<file path="src/rtl/c_elem_handshake_sync_pkg.sv">
// Shared types and widths for the clocked consumer stage behind the Muller C-element.
package c_elem_handshake_sync_pkg;

  typedef enum logic [2:0] {
    S_IDLE,
    S_DELAY,
    S_ACK,
    S_REL,
    S_ERR
  } state_e;

  localparam int DLY_W = 4;   // holds ACK_DELAY-1 for ACK_DELAY up to 15
  localparam int TMR_W = 16;  // stall timer, TIMEOUT up to 65535

endpackage

</file>
<file path="src/rtl/sync_ff_chain.sv">
// Plain flop chain for bringing an asynchronous level into the clock domain.
module sync_ff_chain #(
  parameter int DEPTH = 2
) (
  input  logic clk,
  input  logic rst,
  input  logic d,
  output logic q
);

  logic [DEPTH-1:0] ff;

  // NOTE: non-blocking shift so every flop takes its neighbour's pre-edge value.
  always_ff @(posedge clk or posedge rst) begin
    if (rst) ff <= '0;
    else     ff <= {ff[DEPTH-2:0], d};
  end

  assign q = ff[DEPTH-1];

endmodule

</file>
<file path="src/rtl/c_elem_handshake_sync.sv">
// Closes the four-phase req/ack loop around a C-element, counts completed
// handshakes and flags a loop that stays stuck with ack high.
module c_elem_handshake_sync
  import c_elem_handshake_sync_pkg::*;
#(
  parameter int SYNC_STAGES = 2,
  parameter int ACK_DELAY   = 0,
  parameter int TIMEOUT     = 255,
  parameter int CNT_W       = 8
) (
  input  logic             wb_clk_i,
  input  logic             wb_rst_i,
  input  logic             c_out_i,
  input  logic             enable_i,
  input  logic             clr_i,
  output logic             ack_o,
  output logic             busy_o,
  output logic [CNT_W-1:0] count_o,
  output logic             timeout_o
);

  localparam logic [DLY_W-1:0] DLY_LOAD = DLY_W'((ACK_DELAY > 0) ? ACK_DELAY - 1 : 0);
  localparam logic [TMR_W-1:0] TMR_LAST = TMR_W'(TIMEOUT - 1);

  logic             req_s;
  state_e           state;
  logic [DLY_W-1:0] dly_cnt;
  logic [TMR_W-1:0] tmr_cnt;
  logic             stall_hit;

  sync_ff_chain #(.DEPTH(SYNC_STAGES)) u_sync (
    .clk (wb_clk_i),
    .rst (wb_rst_i),
    .d   (c_out_i),
    .q   (req_s)
  );

  assign stall_hit = (state == S_ACK) && req_s && (tmr_cnt == TMR_LAST);

  always_ff @(posedge wb_clk_i or posedge wb_rst_i) begin
    if (wb_rst_i) begin
      state     <= S_IDLE;
      ack_o     <= 1'b0;
      busy_o    <= 1'b0;
      count_o   <= '0;
      timeout_o <= 1'b0;
      dly_cnt   <= '0;
      tmr_cnt   <= '0;
    end else begin
      case (state)
        S_IDLE: begin
          if (req_s && enable_i) begin
            busy_o <= 1'b1;
            if (ACK_DELAY > 0) begin
              state   <= S_DELAY;
              dly_cnt <= DLY_LOAD;
            end else begin
              state   <= S_ACK;
              ack_o   <= 1'b1;
              tmr_cnt <= '0;
            end
          end
        end
        // The C-element holds its output until acked, so req_s is not watched here.
        S_DELAY: begin
          if (dly_cnt == '0) begin
            state   <= S_ACK;
            ack_o   <= 1'b1;
            tmr_cnt <= '0;
          end else begin
            dly_cnt <= dly_cnt - 1'b1;
          end
        end
        S_ACK: begin
          if (!req_s) begin
            state <= S_REL;
            ack_o <= 1'b0;
          end else if (tmr_cnt == TMR_LAST) begin
            state <= S_ERR;
          end else begin
            tmr_cnt <= tmr_cnt + 1'b1;
          end
        end
        S_ERR: begin
          if (!req_s) begin
            state <= S_REL;
            ack_o <= 1'b0;
          end
        end
        S_REL: begin
          state  <= S_IDLE;
          busy_o <= 1'b0;
        end
        default: begin
          state  <= S_IDLE;
          ack_o  <= 1'b0;
          busy_o <= 1'b0;
        end
      endcase

      // Clear has priority over both the count increment and a fresh stall.
      if (clr_i) begin
        count_o   <= '0;
        timeout_o <= 1'b0;
      end else begin
        if (state == S_REL) count_o <= count_o + 1'b1;
        if (stall_hit)      timeout_o <= 1'b1;
      end
    end
  end

endmodule

</file>
<file path="config.mk">
export PLATFORM = sky130hd
export DESIGN_NAME = c_elem_handshake_sync
export DESIGN_NICKNAME = d
export VERILOG_FILES = /design/src/rtl/c_elem_handshake_sync_pkg.sv /design/src/rtl/sync_ff_chain.sv /design/src/rtl/c_elem_handshake_sync.sv
export SDC_FILE = /design/constraint.sdc
export NUM_CORES = 1
export LEC_CHECK = 0
export CORE_MARGIN = 2
export CORE_UTILIZATION = 62
export CTS_CLUSTER_SIZE = 28
export DETAILED_ROUTE_END_ITERATION = 12
export PLACE_DENSITY = 0.84
export SETUP_SLACK_MARGIN = 0.3
export SYNTH_ARGS = -nofsm -noshare
export SYNTH_HDL_FRONTEND = slang
export SYNTH_SLANG_ARGS = --single-unit
</file>
<file path="constraint.sdc">
create_clock -name wb_clk_i -period 5.25 [get_ports wb_clk_i]
set_clock_uncertainty 0.05 [all_clocks]
set_input_delay 0.525 -clock wb_clk_i [delete_from_list [all_inputs] [get_ports wb_clk_i]]
set_output_delay 0.525 -clock wb_clk_i [all_outputs]
set_load 0.005 [all_outputs]
</file>
==> deck_impl_summary.md <==
Flow Results at a Glance

Clock network
  • CTS tree: done
  • H-tree levels: 2
  • Clock sinks: 36
  • CTS hold repair buffers: 0
  • Worst-case clock buffer depth: 2
  • CTS Root Cell: clkbuf_4
  • Total CTS buffers: 5

Setup path
  • Critical Path Stages: 5
  • Buf/Inv on CP: 1
  • CP startpoint: dly_cnt[0]
  • Family with the most delay on the worst path: AND-OR/OR-AND gates
  • CP Cell Sequence: inv_1 > ha_1 > or3b_2 > o32a_1 > o41ai_1
  • Cell depth of the worst flop-to-flop path: 5
  • Reg2Reg Setup Slack: 3.08 ns
  • Reg2Reg Capture Point: tmr_cnt[10]
  • Critical-path top delay cell: or3b_2
  • WP data arrival: 2.35 ns
  • Worst setup EP type: flop
  • Max incr delay on CP: 0.50 ns
  • Critical path endpoint: tmr_cnt[10]

Logic synthesis
  • YS chip area: 0.00201 mm²
  • Ao+oa area frac: 18.2%
  • Synth Area in Simple Gates: 25.0%
  • Most instantiated cells after synthesis: dfrtp_1, nand2_1, a21oi_1
  • Fraction of registers with async set/reset: 100%
  • Synthesized instance count: 218
  • Ys Warns: 0
  • Most frequent cell after synthesis: dfrtp_1
  • Max-area cell share: 44.7%
  • Top logic family: simple AND/OR/NAND/NOR gates
  • Yosys cell count: 218
  • Synth mux share: 0.497%
  • Yosys cell types: 52
  • Synthesized area: 0.00201 mm²
  • Post-synthesis sequential area ratio: 44.7%
  • Syn avg cell area: 9.23 µm²
  • Area leader, netlist: dfrtp_1
  • Synth Net Count: 227
  • Area contributors post-synth: dfrtp_1, nand2_1, a21oi_1
  • XOR/XNOR Area Share: 3.48%
  • Post-synth EDFFs: 0
  • Main flop type: dfrtp_1
  • #FFs+latches synth: 36

Layout
  • Biggest regs: tmr_cnt: 16 flops, count_o: 8 flops, dly_cnt: 4 flops
  • Non-Filler Instances: 272
  • Nets: 236
  • Top reg by flops: tmr_cnt
  • Utilization of the core after routing: 72.2%
  • Biggest Area Class: logic gates
  • Buffers excl. clock: 17
  • Registers: 36
  • Combinational share of cell area: 45.0%
  • Most used logic cell in the final layout: dfrtp_1
  • Combinational Gates: 156
  • CLK BUF: 8
  • Synth-to-layout area growth: 10.4%
  • Most instantiated logic cells after routing: dfrtp_1, nand2_1, clkdlybuf4s50_1
  • Buffering overhead: 7.43%
  • Comb area: 0.00100 mm²
  • FF+latch area: 901 µm²
  • Post-route cell area: 0.00222 mm²

Global routing
  • Largest net degree at the start of global routing: 37
  • Initial antenna violation count: 0
  • Routing usage on met2: 44.1%
  • GRT Residual Overflow: 0

Route
  • Drt via density: 6.36
  • Pre-antenna DRT Iters: 5
  • Met3 Wirelength: 276 µm
  • Antenna-violating nets left: 0
  • DR DRC count: 0
  • DR iter-0 viols: 130

Timing
  • Crit path time final: 2.17 ns
  • Worst hold slack: 0.321 ns
  • Setup violators final: 0
  • Final Cycle Share: 41.4%
  • Sum Neg Setup Slack: 0 ns
  • Unrepaired setup endpoints after global routing: no

Hold path
  • Worst hold start: u_sync.ff[0]
  • HP Class: flop to flop

Pwr
  • Pleak: 0.883 nW
  • Combinational Power Share: 32.6%
  • Sw Pwr: 0.322 mW
  • Pwr per Cell Area: 377 mW/mm²
  • Sequential power share: 49.0%
  • Sw Ratio: 38.4%
  • Clock power share: 18.4%
  • Seq pwr: 0.410 mW
  • Main power group: registers

Floorplan
  • Core box area: 0.00308 mm²
  • Tap Count: 44
  • Cell Rows: 20
  • Die height: 61.0 µm
  • I/O Pins: 16
  • Floorplan utilization: 65.4%

Status
  • Status: completed

Placement
  • Placed cells: 264
  • Placed Area: 0.00216 mm²
  • # port buffers: 15

Job
  • Max Cap Viol: 0
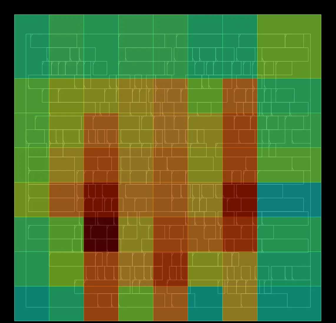
**Above:** track usage over the die.
GR peak layer: met2
M3 GR Usage: 6.40%
met1 usage: 34.2%

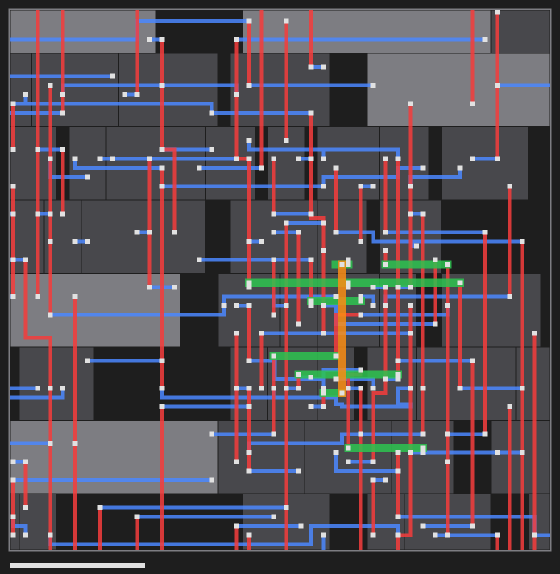
**Above:** layout detail.
Bar = 5 µm. Region (36, 36) to (56, 56) µm. Cells in gray, sequential cells in the stronger gray; small squares are vias.
legend:
  metal 3:
    color: green
  metal 1:
    color: blue
  metal 2:
    color: red
  metal 4:
    color: orange
netlist names of flops here include: count_o (4), timeout_o (1)
most frequent: clkdlybuf4s50_1 (7), nor2_1 (6), dfrtp_1 (5)
sequential cells in the window: 5
cells with their middle in the window: 42

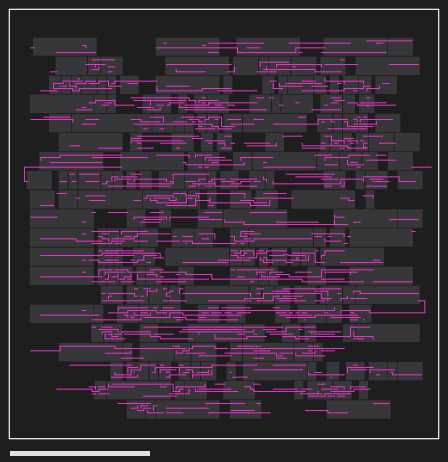
**Above:** M1 wires.
Bar = 20 µm. Cells faint in the background.
share of all routed wire: 43%
nets with wire on the layer: 212
main direction: horizontal
longest straight run: 24.8 µm
final WL: 4.29 mm
routed vias: 1730

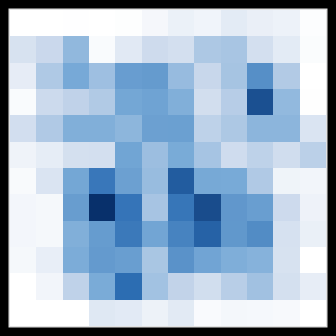
**Above:** signal metal coverage by tile.
The die is cut into 12 by 12 equal tiles; white is low, dark blue is high, scaled to the fullest tile. Values are wire area over tile area, all layers added.
tiles over half the peak: 24%
densest ninth of the die: center
fullest tile: 0.61
nearly empty tiles: 9.7%
Avg WL per Cell: 15.8 µm
Global Route Usage Sum: 26.6%

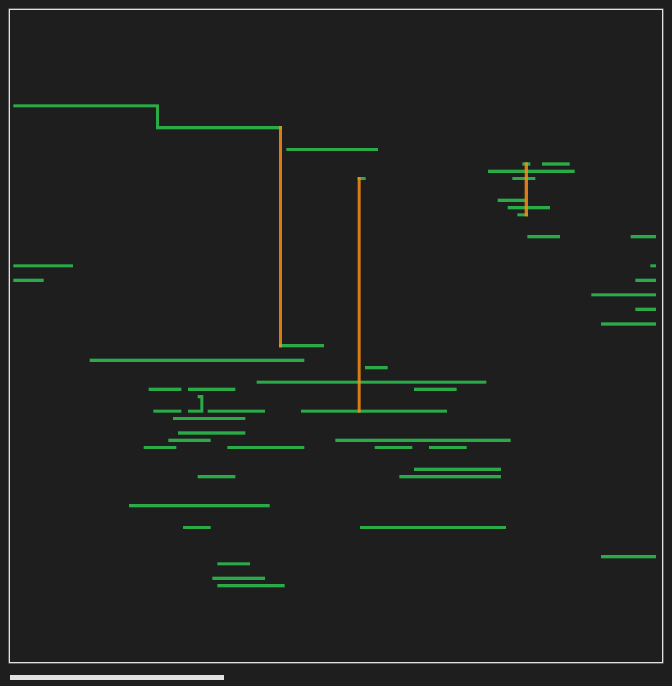
**Above:** signal wires by layer.
Bar = 20 µm. Two of the layers only.
legend:
  metal 3:
    color: green
    wire_length: 277 µm
  metal 4:
    color: orange
    wire_length: 46.9 µm

Power and IR drop assume default switching activity.
